**config.mk**
```make
export PLATFORM = sky130hd
export DESIGN_NAME = chroni_cpu_reader
export DESIGN_NICKNAME = d
export VERILOG_FILES = /design/src/rtl/chroni_cpu_reader.sv
export SDC_FILE = /design/constraint.sdc
export NUM_CORES = 1
export LEC_CHECK = 0
export CAP_MARGIN = 20
export CORE_MARGIN = 2
export CORE_UTILIZATION = 48
export DETAILED_ROUTE_END_ITERATION = 12
export PLACE_DENSITY = 0.76
export REMOVE_ABC_BUFFERS = 1
export SLEW_MARGIN = 40
export SYNTH_ARGS = -nofsm -noshare
export SYNTH_HDL_FRONTEND = slang
export SYNTH_SLANG_ARGS = --single-unit
```
**constraint.sdc**
```tcl
create_clock -name sys_clk -period 2.8 [get_ports sys_clk]
set_input_delay 0.28 -clock sys_clk [delete_from_list [all_inputs] [get_ports sys_clk]]
set_output_delay 0.28 -clock sys_clk [all_outputs]
set_load 0.01 [all_outputs]
```
**src/rtl/chroni_cpu_reader.sv**
```systemverilog
// chroni CPU read-back port: status, scanline, palette and VRAM reads.
// VRAM goes through a one-byte prefetch buffer, palette through a two-stage fetch.
module chroni_cpu_reader #(
   parameter int VRAM_AW = 17,
   parameter int PAL_AW  = 8
) (
   input  logic               sys_clk,
   input  logic               reset_n,
   input  logic [15:0]        cpu_addr,
   input  logic               cpu_rd_en,
   input  logic               cpu_wr_en,
   input  logic [7:0]         cpu_wr_data,
   output logic [7:0]         cpu_rd_data,
   output logic               cpu_wait,
   output logic               vram_rd_req,
   output logic [VRAM_AW-1:0] vram_rd_addr,
   input  logic               vram_rd_gnt,
   input  logic               vram_rd_valid,
   input  logic [7:0]         vram_rd_data,
   output logic [PAL_AW-1:0]  palette_rd_addr,
   input  logic [15:0]        palette_rd_data,
   input  logic               vga_vblank,
   input  logic [9:0]         vga_scanline
);

   localparam logic [1:0] ST_IDLE = 2'd0;
   localparam logic [1:0] ST_REQ  = 2'd1;
   localparam logic [1:0] ST_WAIT = 2'd2;

   logic [1:0]         state;
   logic [VRAM_AW-1:0] ptr;
   logic [VRAM_AW-1:0] ptr_nx;
   logic [VRAM_AW-1:0] req_addr;
   logic               stale;
   logic               pf_valid;
   logic [7:0]         pf_data;

   logic [PAL_AW-1:0]  idx;
   logic               phase;
   logic               pal_valid;
   logic               pal_s1;
   logic               pal_s2;
   logic [15:0]        pal_buf;

   logic       sel;
   logic [3:0] off;
   logic       rd_acc;
   logic       wr_hit;
   logic       ptr_wr;
   logic       pal_wr;
   logic       rd_vram;
   logic       rd_pal;
   logic [7:0] rd_mux;

   assign sel = (cpu_addr[15:4] == 12'h900);
   assign off = cpu_addr[3:0];

   assign cpu_wait = cpu_rd_en & sel &
                     (((off == 4'hF) & ~pf_valid) |
                      ((off == 4'hB) & ~pal_valid));

   assign rd_acc  = cpu_rd_en & sel & ~cpu_wait;
   assign wr_hit  = cpu_wr_en & sel;
   assign ptr_wr  = wr_hit & ((off == 4'hC) | (off == 4'hD) | (off == 4'hE));
   assign pal_wr  = wr_hit & (off == 4'hA);
   assign rd_vram = rd_acc & (off == 4'hF);
   assign rd_pal  = rd_acc & (off == 4'hB);

   assign vram_rd_req     = (state == ST_REQ);
   assign vram_rd_addr    = req_addr;
   assign palette_rd_addr = idx;

   always_comb begin
      ptr_nx = ptr;
      if (wr_hit) begin
         case (off)
            4'hC:    ptr_nx[7:0]  = cpu_wr_data;
            4'hD:    ptr_nx[15:8] = cpu_wr_data;
            4'hE:    ptr_nx[16]   = cpu_wr_data[0];
            default: ptr_nx = ptr;
         endcase
      end
   end

   always_comb begin
      rd_mux = 8'h00;
      case (off)
         4'h0:    rd_mux = {vga_vblank, 5'b0, pal_valid, pf_valid};
         4'h1:    rd_mux = vga_scanline[7:0];
         4'h2:    rd_mux = {6'b0, vga_scanline[9:8]};
         4'hB:    rd_mux = phase ? pal_buf[15:8] : pal_buf[7:0];
         4'hF:    rd_mux = pf_data;
         default: rd_mux = 8'h00;
      endcase
   end

   always_ff @(posedge sys_clk) begin
      if (!reset_n) begin
         cpu_rd_data <= 8'h00;
      end else if (rd_acc) begin
         cpu_rd_data <= rd_mux;
      end
   end

   // The request address only moves on (re)entry to REQ, so late pointer
   // writes mark the fetch stale and are picked up on the restart.
   always_ff @(posedge sys_clk) begin
      if (!reset_n) begin
         state    <= ST_IDLE;
         ptr      <= '0;
         req_addr <= '0;
         stale    <= 1'b0;
         pf_valid <= 1'b0;
         pf_data  <= 8'h00;
      end else begin
         if (ptr_wr) begin
            ptr      <= ptr_nx;
            pf_valid <= 1'b0;
         end
         if (rd_vram) begin
            ptr      <= ptr + 1'b1;
            req_addr <= ptr + 1'b1;
            pf_valid <= 1'b0;
            state    <= ST_REQ;
         end
         case (state)
            ST_IDLE: begin
               if (ptr_wr) begin
                  state    <= ST_REQ;
                  req_addr <= ptr_nx;
               end
            end
            ST_REQ: begin
               if (ptr_wr) stale <= 1'b1;
               if (vram_rd_gnt) state <= ST_WAIT;
            end
            ST_WAIT: begin
               if (vram_rd_valid) begin
                  if (stale | ptr_wr) begin
                     stale    <= 1'b0;
                     state    <= ST_REQ;
                     req_addr <= ptr_nx;
                  end else begin
                     pf_data  <= vram_rd_data;
                     pf_valid <= 1'b1;
                     state    <= ST_IDLE;
                  end
               end else if (ptr_wr) begin
                  stale <= 1'b1;
               end
            end
            default: state <= ST_IDLE;
         endcase
      end
   end

   // pal_s1/pal_s2 track the synchronous palette read latency
   always_ff @(posedge sys_clk) begin
      if (!reset_n) begin
         idx       <= '0;
         phase     <= 1'b0;
         pal_valid <= 1'b0;
         pal_s1    <= 1'b0;
         pal_s2    <= 1'b0;
         pal_buf   <= 16'h0000;
      end else begin
         pal_s1 <= 1'b0;
         pal_s2 <= pal_s1;
         if (pal_s2) begin
            pal_buf   <= palette_rd_data;
            pal_valid <= 1'b1;
         end
         if (pal_wr) begin
            idx       <= cpu_wr_data[PAL_AW-1:0];
            phase     <= 1'b0;
            pal_valid <= 1'b0;
            pal_s1    <= 1'b1;
            pal_s2    <= 1'b0;
         end else if (rd_pal) begin
            if (!phase) begin
               phase <= 1'b1;
            end else begin
               phase     <= 1'b0;
               idx       <= idx + 1'b1;
               pal_valid <= 1'b0;
               pal_s1    <= 1'b1;
            end
         end
      end
   end

endmodule

```
==> notes.md <==
Implementation progress

The biggest slice of the total power is consumed by sequential cells. The number of sinks handled by clock tree synthesis stands at between 80 and 90. In this run the worst setup path terminates at cpu_wait. In the final layout, the multi-input gates occupy between 0.002 and 0.003 mm². In this run the worst setup path begins at cpu_addr[5]. The share of flip-flops with an asynchronous set or reset stands at 0. The most critical hold endpoint after final layout shows a slack of about 0.48 ns.

Per the post-CTS timing run, clock transition at the registers of the reported paths is approximately 0.090 ns. The filler-free cell count of the finished design stands at around 760. Row generation in the floorplan step produced 35 rows.

The clock insertion delay at the later pin of the skew report stands at 0.36 ns. The clock network power consumption stands at 0.000909 W. The largest net degree at the start of global routing stands at between 50 and 60. The share of the Yosys chip area taken by registers is 0.360. The power attributed to combinational cells stands at about 0.00019 W. The power report puts the net switching power at between 0.0005 and 0.0006 W. In this run the number of cells on the critical path is 5.

The number of fillers in the final layout stands at 835. The number of H-tree branching levels stands at 3. The minimum setup slack after placement stands at around 0.21 ns. The flow ran to the end, and the final reports show no timing, DRC or antenna violations.

Among the stages of the critical path, the cell type that occurs most often is sky130_fd_sc_hd__clkdlybuf4s50_1. The number of non-clock buffers stands at ~120. The warning count from the yosys run stands at 0. The number of antenna violations at the first check in global routing stands at 0. Registers take 0.00164 mm².

The post-layout minimum cycle time stands at 2.55 ns. The logs give a warning total of 28. The via count of the first global-routing pass was about 4200. The adder-cell share of the synthesized area stands at 0.0165. The antenna diode instance count stands at 0. Per the run summary, max-cap violations total 0.

The synthesis run identifies the leading combinational cell family as simple AND/OR/NAND/NOR gates. In the routed layout, each cell is associated on average with a via count of approximately 5.8.
## placed cells by master, fill, tap and decap left out, types with 10 or more instances in the layout
cell type,n
sky130_fd_sc_hd__dfxtp_1,81
sky130_fd_sc_hd__nand2_1,45
sky130_fd_sc_hd__xnor2_1,10
sky130_fd_sc_hd__clkdlybuf4s50_1,99
sky130_fd_sc_hd__mux2i_1,49
sky130_fd_sc_hd__buf_4,23
sky130_fd_sc_hd__nor2_1,77
sky130_fd_sc_hd__a211oi_1,13
sky130_fd_sc_hd__a21oi_1,31
sky130_fd_sc_hd__o21ai_0,23
sky130_fd_sc_hd__nand3_1,13
## metal layers
metal	vias to the layer above	GRT usage	part of all wire
li1	2120	-	-
met1	2071	0.330	0.43
met2	188	0.412	0.47
met3	26	0.0497	0.075
met4	0	0.0977	0.024
met5	-	0	0
Figure 1. Floorplan with the power grid.
Pins as bars on the die edge. Tap cells in grey.
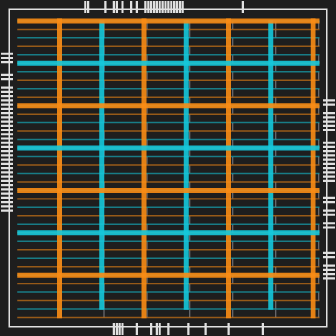
Key: orange = VSS; cyan = VDD
The core has 35 rows. 36 met1 rails follow the rows. 100 signal pins sit on the boundary. 129 tap cells.
Die Wd: 101 µm
Worst IR Drop VDD: 0.000233 V
vertical die size: 101 µm
Floorplan Core Area: 0.00924 mm²

Figure 2. Placement by cell class.
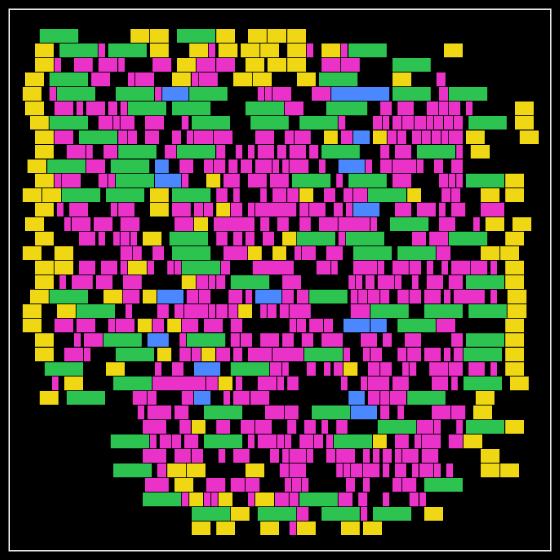
Key: magenta = remaining logic cells [cells 413, share of their area 47%]; yellow = remaining buffers and delay cells [cells 122, share of their area 20%]; blue = clock drivers and dummy loads [cells 16, share of their area 3.6%]; green = registers [cells 82, share of their area 29%]

Power is estimated from default activity; no workload was simulated.
